Figure 1. Placement view (run 1).
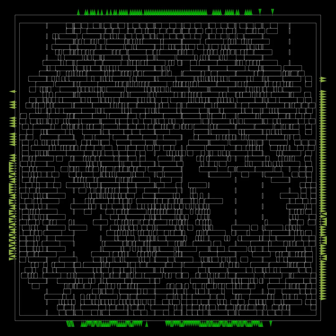
Figure 2. Placement by cell class (run 1).
Fill, decap, tap and diode cells in grey.
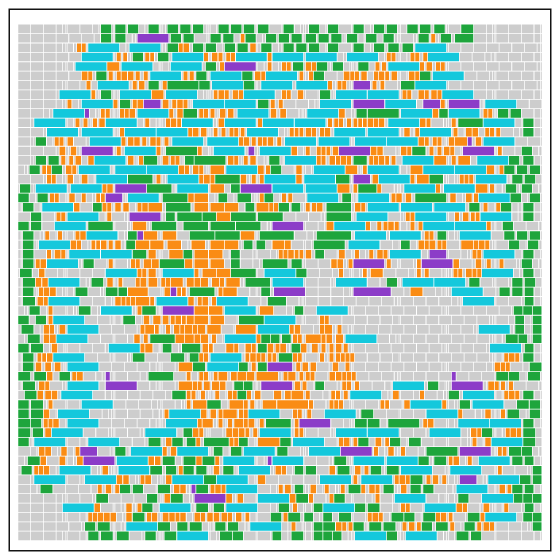
Figure 3. Ports around the boundary (run 1).
Pins as bars across the die edge, other pins in grey.
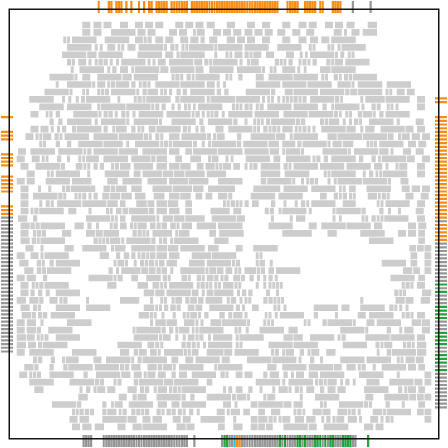
==> config.mk <==
export PLATFORM = sky130hd
export DESIGN_NAME = sram_rw_sequencer
export DESIGN_NICKNAME = d
export VERILOG_FILES = /design/src/rtl/sram_rw_sequencer_pkg.sv /design/src/rtl/sram_rw_sequencer_onehot_decoder.sv /design/src/rtl/sram_rw_sequencer.sv
export SDC_FILE = /design/constraint.sdc
export NUM_CORES = 1
export LEC_CHECK = 0
export ABC_AREA = 1
export CORE_MARGIN = 2
export CORE_UTILIZATION = 42
export CTS_CLUSTER_SIZE = 14
export DETAILED_ROUTE_END_ITERATION = 8
export PLACE_DENSITY = 0.74
export SYNTH_ARGS = -nofsm -noshare
export SYNTH_HDL_FRONTEND = slang
export SYNTH_SLANG_ARGS = --single-unit
==> constraint.sdc <==
create_clock -name clk -period 1.8 [get_ports clk]
set_clock_uncertainty 0.05 [all_clocks]
set_input_delay 0.36 -clock clk [delete_from_list [all_inputs] [get_ports clk]]
set_output_delay 0.36 -clock clk [all_outputs]
set_load 0.03 [all_outputs]
==> run summary, run 1 <==
fresh numbers from the pnr run: ys cells 1,132, # rows 55, routed wl met3 2220 um, mux cell area share after synthesis 0%, Max-area cell class sequential cells, setup violators final 1, drt total wl 30,900 um, unrepaired setup endpoints after global routing yes, non-clk buf share 27.9%, diode count 0, Synth Instances 1,132, crit-path cells nor2_4 > buf_6 > nand3b_1 > nand2_2 > nand2_4 > nor2_4 > buf_12 > nand3_1 > nand2_1, CP Depth 9, Clock Sinks 217, GPL Wtd Cong 0.850, failing checks negative setup slack, worst path arrival time 2220 ps, Internal Power 0.00789 W, WL met2 14,900 um, worst setup margin -2.03 ps, Psw 0.00211 W, number of logic gates 752, outcome finished, violations left, critical path's largest stage delay 430 ps, Logic area 3700 sq um, met3 usage 3.41%, register share of total power 48.8%, Setup TNS Final -2.03 ps, Post-CTS Hold Buffers 1, Area after DPL 13,400 sq um, Clock-cell share 5.30%, Avg Vias per Cell 5.16, yosys warns 0, final hold slack 282 ps, Final Power 0.0100 W, Total GRT Usage 23.6%, Critical Path RT 2220 ps, Worst Path Buf+Inv 2, aoi share 4.76%, comb area leader simple AND/OR/NAND/NOR gates, via count 9,106, fin. max-slew vios 0, CTS clk-pin slew, worst paths 60 ps
Back to the opening pictures, Figure 1:
fraction of area in registers: 37.2%
n_taps: 285
fin cells: 1,765
Flops: 217

Back to the opening pictures, Figure 2:
[remaining logic cells] orange | cells: 819
[clock drivers and dummy loads] purple | cells: 42
[remaining buffers and delay cells] green | cells: 402
[registers] cyan | cells: 217
core area: 22,700 sq um
post-route design area: 14,600 sq um

Back to the opening pictures, Figure 3:
[saen_o] cyan | pins: 1 | direction: output | edge: bottom
[wl_o] orange | pins: 128 | direction: output | edge: 75 top, 35 right, 16 left, 2 bottom
[rd_data_o] green | pins: 32 | direction: output | edge: 18 bottom, 14 right
all pins by edge: 94 bottom, 81 right, 77 top, 53 left
Die H: 156 um
port buffer count: 304
Die Width: 156 um

--- run 2 (diff from run 1) ---
==> constraint.sdc (replaced) <==
create_clock -name clk -period 1.8 [get_ports clk]
set_clock_uncertainty 0.05 [all_clocks]
set_input_delay 0.18 -clock clk [delete_from_list [all_inputs] [get_ports clk]]
set_output_delay 0.18 -clock clk [all_outputs]
set_load 0.03 [all_outputs]
Figure 4. Placement by cell class (run 2).
Fill, decap, tap and diode cells in grey.
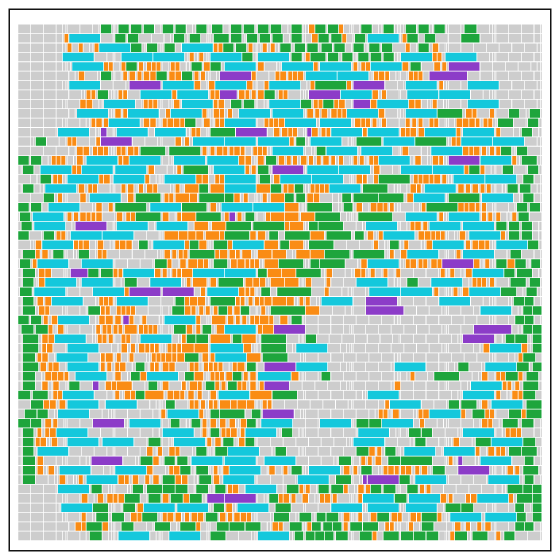
[registers] cyan | cells: 217
[clock drivers and dummy loads] purple | cells: 38
[remaining buffers and delay cells] green | cells: 399
[remaining logic cells] orange | cells: 818
# rows: 55
post-route design area: 14,600 sq um
fraction of area in registers: 37.1%

==> run 2 against run 1 <==
  * The flow still finishes with violations (negative setup slack)
  * Global-route usage shrank 0.18 points
  * Clock-buffer cell count decreased by 7
  * Clock power rose by 2%
  * Flip-flop count stayed put
  * Largest cell class unchanged
==> run summary, run 2 <==
fresh numbers from the pnr run: diode count 0 (unchanged), drt total wl 30,800 um (was 30,900 um), yosys warns 0 (unchanged), crit-path cells nor2_4 > nand2_4 > buf_4 > a21oi_4 > buf_6 > buf_12 > clkbuf_16 > nand3_1 > nand2_1 (was nor2_4 > buf_6 > nand3b_1 > nand2_2 > nand2_4 > nor2_4 > buf_12 > nand3_1 > nand2_1), Die Width 156 um (unchanged), final hold slack 90.2 ps (was 282 ps), outcome finished, violations left (unchanged), Post-CTS Hold Buffers 1 (unchanged), failing checks negative setup slack (unchanged), Avg Vias per Cell 5.14 (was 5.16), non-clk buf share 29.1% (was 27.9%), Critical Path RT 2220 ps (about the same), routed wl met3 2070 um (was 2220 um), fin cells 1,757 (was 1,765), Max-area cell class sequential cells (unchanged), critical path's largest stage delay 440 ps (was 430 ps), worst path arrival time 2250 ps (was 2220 ps), Final Power 0.0101 W (was 0.0100 W), Internal Power 0.00798 W (was 0.00789 W), Total GRT Usage 23.5% (was 23.6%), unrepaired setup endpoints after global routing yes (unchanged), GPL Wtd Cong 0.873 (was 0.850), Psw 0.00212 W (was 0.00211 W), Area after DPL 13,200 sq um (was 13,400 sq um), fin. max-slew vios 0 (unchanged), Clock Sinks 217 (unchanged), register share of total power 48.3% (was 48.8%), comb area leader simple AND/OR/NAND/NOR gates (unchanged), ys cells 1,132 (unchanged), met3 usage 4.46% (was 3.41%), setup violators final 18 (was 1), Synth Instances 1,132 (unchanged), worst setup margin -28.6 ps (was -2.03 ps), CP Depth 9 (unchanged)
--- run 3 (diff from run 2) ---
--- a/config.mk
+++ b/config.mk
@@ -11,6 +11,7 @@
 export CTS_CLUSTER_SIZE = 14
 export DETAILED_ROUTE_END_ITERATION = 8
 export PLACE_DENSITY = 0.74
+export REMOVE_ABC_BUFFERS = 1
 export SYNTH_ARGS = -nofsm -noshare
 export SYNTH_HDL_FRONTEND = slang
 export SYNTH_SLANG_ARGS = --single-unit
Figure 5. Ports around the boundary (run 3).
Pins as bars across the die edge, other pins in grey.
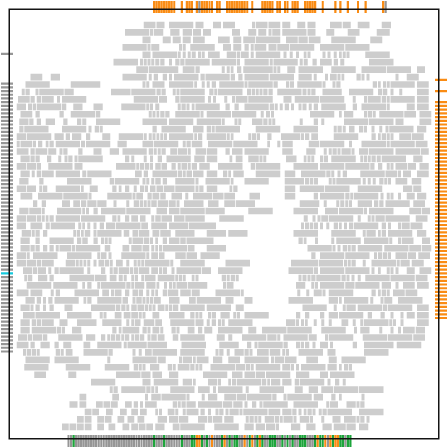
[wl_o] orange | pins: 128 | direction: output | edge: 61 right, 55 top, 12 bottom
[rd_data_o] green | pins: 32 | direction: output | edge: bottom
[saen_o] cyan | pins: 1 | direction: output | edge: left
all pins by edge: 113 bottom, 74 left, 61 right, 57 top

==> run 3 against run 2 <==
  * The flow still finishes with violations (negative setup slack)
  * Global-route usage is 0.53 points lower
  * Sequential power hardly changed
  * Utilization is 1.3 points higher
  * Cell area is 2.0% higher
  * Clock-buffer cell count stayed put
  * Cell count is 0.23% lower
  * Critical path depth stayed put
  * Register-to-register slack hardly changed
  * Flip-flop count stayed put
  * Setup slack better by 12 ps
  * Critical endpoint is now wl_o[4]
==> run summary, run 3 <==
fresh numbers from the pnr run: outcome finished, violations left (unchanged), failing checks negative setup slack (unchanged), non-clk buf share 29.2% (was 29.1%), critical path's largest stage delay 420 ps (was 440 ps), n_taps 285 (unchanged), Flops 217 (unchanged), comb area leader simple AND/OR/NAND/NOR gates (unchanged), aoi share 4.76% (unchanged), CP Depth 9 (unchanged), Clock Sinks 217 (unchanged), post-route design area 14,900 sq um (was 14,600 sq um), fin cells 1,753 (was 1,757), register share of total power 47.5% (was 48.3%), core area 22,700 sq um (unchanged), Post-CTS Hold Buffers 1 (unchanged), drt total wl 31,700 um (was 30,800 um), Die Width 156 um (unchanged), mux cell area share after synthesis 0% (unchanged), routed wl met3 2520 um (was 2070 um), ys cells 1,132 (unchanged), CTS clk-pin slew, worst paths 70 ps (was 60 ps), Psw 0.00213 W (was 0.00212 W), setup violators final 11 (was 18), diode count 0 (unchanged), worst path arrival time 2210 ps (was 2250 ps), port buffer count 304 (unchanged), Internal Power 0.00814 W (was 0.00798 W), worst setup margin -16.9 ps (was -28.6 ps), # rows 55 (unchanged), fin. max-slew vios 0 (unchanged), Max-area cell class sequential cells (unchanged), WL met2 15,400 um (was 14,900 um), Die H 156 um (unchanged)
Power and IR drop assume default switching activity.
